### Logic cells by family

(3 px per um)
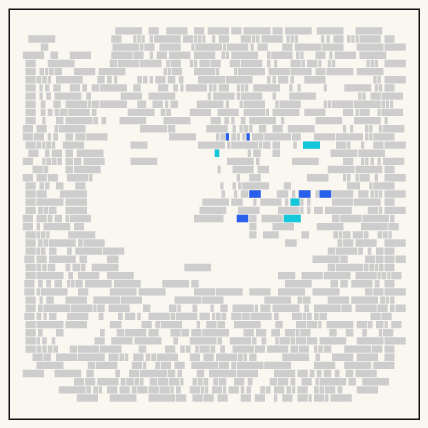
### Clock wiring as the flow saved it

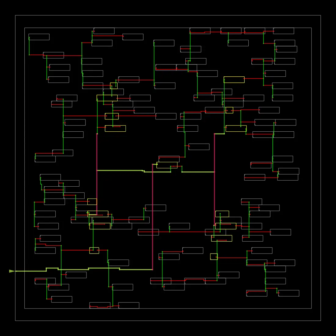
### Register map, names as in the netlist

(3 px per um) Other sequential cells in the stronger grey, the rest of the logic in the fainter grey.
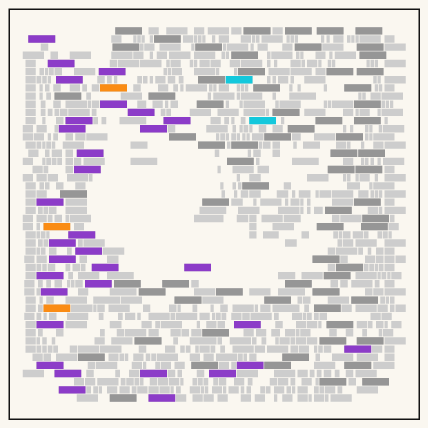
[config.mk]
export PLATFORM = sky130hd
export DESIGN_NAME = alu_arbiter
export DESIGN_NICKNAME = d
export VERILOG_FILES = /design/src/rtl/alu_pkg.sv /design/src/rtl/alu_arbiter_rr.sv /design/src/rtl/alu_arbiter.sv
export SDC_FILE = /design/constraint.sdc
export NUM_CORES = 1
export LEC_CHECK = 0
export ABC_AREA = 1
export CORE_MARGIN = 4
export CORE_UTILIZATION = 30
export DETAILED_ROUTE_END_ITERATION = 8
export PLACE_DENSITY = 0.76
export SYNTH_ARGS = -nofsm -noshare
export SYNTH_HDL_FRONTEND = slang
export SYNTH_HIERARCHICAL = 1
export SYNTH_SLANG_ARGS = --single-unit
export TNS_END_PERCENT = 20
[constraint.sdc]
create_clock -name clk -period 1.4 [get_ports clk]
set_input_delay 0.21 -clock clk [delete_from_list [all_inputs] [get_ports clk]]
set_output_delay 0.21 -clock clk [all_outputs]
set_load 0.05 [all_outputs]
[src/rtl/alu_pkg.sv]
// Shared types for the ALU arbiter: op codes and the arbitration FSM states.
package alu_pkg;

    typedef logic [2:0] alu_op_t;

    localparam alu_op_t ALU_ADD = 3'b010;
    localparam alu_op_t ALU_SUB = 3'b110;
    localparam alu_op_t ALU_AND = 3'b000;
    localparam alu_op_t ALU_OR  = 3'b001;
    localparam alu_op_t ALU_SLT = 3'b111;

    typedef enum logic [1:0] {
        IDLE,
        EXEC,
        RESP
    } arb_state_t;

endpackage

[src/rtl/alu_arbiter_rr.sv]
// Combinational round-robin picker: first valid requester at or after ptr,
// with wrap-around, as both an index and a one-hot vector.
module rr_arbiter
    import alu_pkg::*;
#(
    parameter int N_REQ = 2
) (
    input  logic [N_REQ-1:0] valid,
    input  logic [1:0]       ptr,
    output logic [N_REQ-1:0] grant,
    output logic [1:0]       grant_idx,
    output logic             any_valid
);

    logic [3:0] valid_ext;
    logic [1:0] idx;

    // Scan from the farthest candidate back to ptr so the nearest valid one wins.
    always_comb begin
        valid_ext            = '0;
        valid_ext[N_REQ-1:0] = valid;
        grant_idx            = '0;
        any_valid            = 1'b0;
        idx                  = '0;
        for (int k = N_REQ - 1; k >= 0; k--) begin
            idx = 2'((int'(ptr) + k) % N_REQ);
            if (valid_ext[idx]) begin
                grant_idx = idx;
                any_valid = 1'b1;
            end
        end
    end

    for (genvar gi = 0; gi < N_REQ; gi++) begin : g_grant
        assign grant[gi] = any_valid && (grant_idx == 2'(gi));
    end

endmodule

[src/rtl/alu_arbiter.sv]
// Round-robin sharing of one combinational ALU between up to four requesters.
// One operation in flight: grant (IDLE) -> compute (EXEC) -> hold result (RESP).
module alu_arbiter
    import alu_pkg::*;
#(
    parameter int N_REQ = 2
) (
    input  logic                  clk,
    input  logic                  rst_n,
    input  logic [N_REQ-1:0]      req_valid,
    output logic [N_REQ-1:0]      req_ready,
    input  logic [32*N_REQ-1:0]   req_srcA,
    input  logic [32*N_REQ-1:0]   req_srcB,
    input  logic [3*N_REQ-1:0]    req_op,
    output logic [N_REQ-1:0]      rsp_valid,
    input  logic [N_REQ-1:0]      rsp_ready,
    output logic [31:0]           rsp_result,
    output logic                  rsp_zero,
    output logic [31:0]           alu_srcA,
    output logic [31:0]           alu_srcB,
    output logic [2:0]            alu_control,
    input  logic [31:0]           alu_result,
    input  logic                  alu_zero,
    output logic                  busy,
    output logic [1:0]            grant_id
);

    if (N_REQ < 2 || N_REQ > 4) begin : g_bad_n_req
        $error("alu_arbiter: N_REQ must be in 2..4");
    end

    arb_state_t        state_reg;
    logic [1:0]        rr_ptr_reg;
    logic [1:0]        grant_id_reg;
    logic [31:0]       op_a_reg;
    logic [31:0]       op_b_reg;
    alu_op_t           op_reg;
    logic [31:0]       result_reg;
    logic              zero_reg;
    logic [N_REQ-1:0]  rsp_valid_reg;

    logic [N_REQ-1:0]  arb_grant;
    logic [1:0]        arb_idx;
    logic              arb_any;
    logic [1:0]        rr_ptr_next;
    logic [31:0]       sel_a;
    logic [31:0]       sel_b;
    alu_op_t           sel_op;
    logic [N_REQ-1:0]  owner_onehot;
    logic              accept;

    rr_arbiter #(
        .N_REQ(N_REQ)
    ) u_rr (
        .valid     (req_valid),
        .ptr       (rr_ptr_reg),
        .grant     (arb_grant),
        .grant_idx (arb_idx),
        .any_valid (arb_any)
    );

    // Operand mux for the requester the picker has chosen.
    always_comb begin
        sel_a  = '0;
        sel_b  = '0;
        sel_op = ALU_AND;
        for (int i = 0; i < N_REQ; i++) begin
            if (arb_idx == 2'(i)) begin
                sel_a  = req_srcA[32*i +: 32];
                sel_b  = req_srcB[32*i +: 32];
                sel_op = alu_op_t'(req_op[3*i +: 3]);
            end
        end
    end

    for (genvar gi = 0; gi < N_REQ; gi++) begin : g_owner
        assign owner_onehot[gi] = (grant_id_reg == 2'(gi));
    end

    assign rr_ptr_next = (arb_idx == 2'(N_REQ - 1)) ? 2'd0 : arb_idx + 2'd1;
    // Only the owner's rsp_ready can release the held result.
    assign accept      = |(rsp_ready & owner_onehot);

    // Arbitration FSM with operand, result and pointer registers.
    always_ff @(posedge clk or negedge rst_n) begin
        if (!rst_n) begin
            state_reg     <= IDLE;
            rr_ptr_reg    <= '0;
            grant_id_reg  <= '0;
            op_a_reg      <= '0;
            op_b_reg      <= '0;
            op_reg        <= ALU_AND;
            result_reg    <= '0;
            zero_reg      <= 1'b0;
            rsp_valid_reg <= '0;
        end else begin
            case (state_reg)
                IDLE: begin
                    if (arb_any) begin
                        op_a_reg     <= sel_a;
                        op_b_reg     <= sel_b;
                        op_reg       <= sel_op;
                        grant_id_reg <= arb_idx;
                        rr_ptr_reg   <= rr_ptr_next;
                        state_reg    <= EXEC;
                    end
                end
                EXEC: begin
                    result_reg    <= alu_result;
                    zero_reg      <= alu_zero;
                    rsp_valid_reg <= owner_onehot;
                    state_reg     <= RESP;
                end
                RESP: begin
                    // No grant here even on accept: next grant is from IDLE.
                    if (accept) begin
                        rsp_valid_reg <= '0;
                        state_reg     <= IDLE;
                    end
                end
                default: state_reg <= IDLE;
            endcase
        end
    end

    // req_ready is forced low while reset is held so nothing looks accepted.
    assign req_ready   = (state_reg == IDLE && rst_n) ? arb_grant : '0;
    assign rsp_valid   = rsp_valid_reg;
    assign rsp_result  = result_reg;
    assign rsp_zero    = zero_reg;
    assign alu_srcA    = op_a_reg;
    assign alu_srcB    = op_b_reg;
    assign alu_control = op_reg;
    assign busy        = (state_reg != IDLE);
    assign grant_id    = grant_id_reg;

endmodule

==> results.py <==
# Auto-generated metrics
metrics = {
    "cts": {
        "htreeDepth": 3,
        "clock_latency_ps": 350,
        "cts.clk_slew.worst_paths_ps": 80,
        "holdBufCountCts": 0,
        "cts_buffer_depth": 2,
        "cts_resized": 18,
        "cts_root_buf": "clkbuf_16",
    },
    "cells_and_area": {
        "largest_class": "buffers",
        "design_area_sq_um": 9662,
        "fin_nets": 1016,
        "layout.cells.non_filler": 1064,
        "n_clock_buffer": 9,
        "area_delta_synth_final_pct": 96.14,
        "nNonClkBuffers": 313,
        "lay_top_count": "nand2_1",
        "antenna_cells": 0,
        "nFillCells": 1354,
        "seqAreaFraction_pct": 27.71,
        "logic_gate_count": 399,
        "drive_above_1_share_pct": 21.34,
        "mostFrequentLayoutCells": "179 x nand2_1, 169 x clkdlybuf4s50_1, 132 x nand3_1, 117 x buf_12, 107 x dfrtp_1",
        "seq_area_sq_um": 2678,
        "n_all_inverters": 13,
        "logic_area_sq_um": 2038,
        "comb_share_pct": 21.10,
        "flop-count": 107,
        "layout.nonclk_buf_share_pct": 44.72,
        "fin_util_pct": 60.38,
    },
    "sta": {
        "max_freq_mhz": 677.3,
        "rsz0062_at_grt": "yes",
        "tns_ps": -541.7,
        "setup_violations": 34,
        "timing.final.crit_share_pct": 105.5,
        "finClkSkew_ps": 12.95,
        "setup_ws_ps": -76.36,
        "worst_pin_slew_ps": 585.5,
        "holdWs_ps": 9.558,
        "fin_crit_ps": 1476,
        "finalHoldViolations": 0,
        "max_slew_margin_pct": 60.97,
        "slew_violations": 0,
    },
    "die": {
        "die_w_um": 136.1,
        "die_area_sq_um": 18530,
        "ios": 280,
        "die_height_um": 136.1,
        "fp_util_pct": 30.79,
        "coreArea_sq_um": 16000,
        "taps": 216,
    },
    "setup_path": {
        "cp_cell_sequence": "buf_6 -> a21oi_4 -> inv_2 -> nor2_4 -> buf_12",
        "slowest_stage": "dfrtp_1",
        "cp_slowest_stage_delay_ps": 390,
        "rr_endpoint": "alu_srcA[6]$_DFFE_PN0P_",
        "timing.rr.start": "rr_ptr_reg[0]$_DFFE_PN0P_",
        "critPathBufInv": 3,
        "cp-start-kind": "register",
        "critPathLaunch": "rr_ptr_reg[0]$_DFFE_PN0P_",
        "arrival_ps": 1270,
        "critical_path.max_fanout": 2,
        "path_class": "reg2out",
        "rrSetupSlack_ps": -30,
        "crit_end": "req_ready[0]",
        "crit_cells": 5,
        "worstPathRequired_ps": 1190,
        "r2r_cells": 8,
    },
    "placed_design": {
        "place_ws_ps": -386.6,
        "dp_hpwl_um": 13110,
        "portBuffers": 279,
        "place_area_sq_um": 9141,
    },
    "logic_synthesis": {
        "syn_avg_cell_area_sq_um": 8.750,
        "syn_nets": 736,
        "syn_area_sq_um": 4926,
        "yosys_warnings": 6,
    },
    "power_and_ir_drop": {
        "intPower_w": 0.01452,
        "switching_power_w": 0.01208,
        "peakVddDrop_mv": 1.240,
        "power_density_nw_per_um2": 2753,
        "maxPowerGroup": "combinational logic",
        "p_seq_share_pct": 24.2,
        "powerComb_w": 0.0176,
        "p_clk_share_pct": 9.7,
        "p_comb_share_pct": 66.1,
        "power_w": 0.02660,
        "switching_share_pct": 45.41,
    },
    "route": {
        "drt_iter0_drc": 271,
        "drt-total-wl_um": 17660,
        "routed_via_density": 4.695,
        "drc": 0,
        "top_layer_used": "met4",
        "wl_met3_um": 1266,
        "met2_length_um": 9155,
        "ant_nets": 0,
        "vias": 4996,
        "dr.pass1.iters": 4,
        "wl_per_cell_um": 16.60,
    },
    "flow_run": {
        "tool_warnings": 31,
        "maxCapViolCount": 0,
    },
    "grt": {
        "grt_max_degree": 108,
        "grt_use_total_pct": 18.45,
        "top_usage_layer": "met2",
        "grtUsageMet1_pct": 21.36,
        "gr-usage-met2_pct": 33.13,
        "grt_pass1_wl_um": 26950,
        "met3_usage_pct": 5.033,
        "grt_pass1_vias": 5190,
        "overflow": 0,
    },
    "status": {
        "status": "complete, but fails checks",
        "violations": "setup timing",
    },
    "worst_hold_path": {
        "worstHoldPathType": "in2async",
    },
}
Back to the opening pictures, 'Logic cells by family':
nor cells -> blue  # cells 6, most used nor2_4, where middle
aoi and oai cells -> cyan  # cells 4, most used a21oi_4

Back to the opening pictures, 'Clock wiring as the flow saved it':
CTS buffer count: 9
P_clk: 0.00258 W
# clock sinks: 107

Back to the opening pictures, 'Register map, names as in the netlist':
`alu_control` -> orange  # placed flops 3
`rsp_valid` -> cyan  # placed flops 2
`alu_srcA` -> purple  # placed flops 32
not coloured = 70

Power and IR drop assume default switching activity.
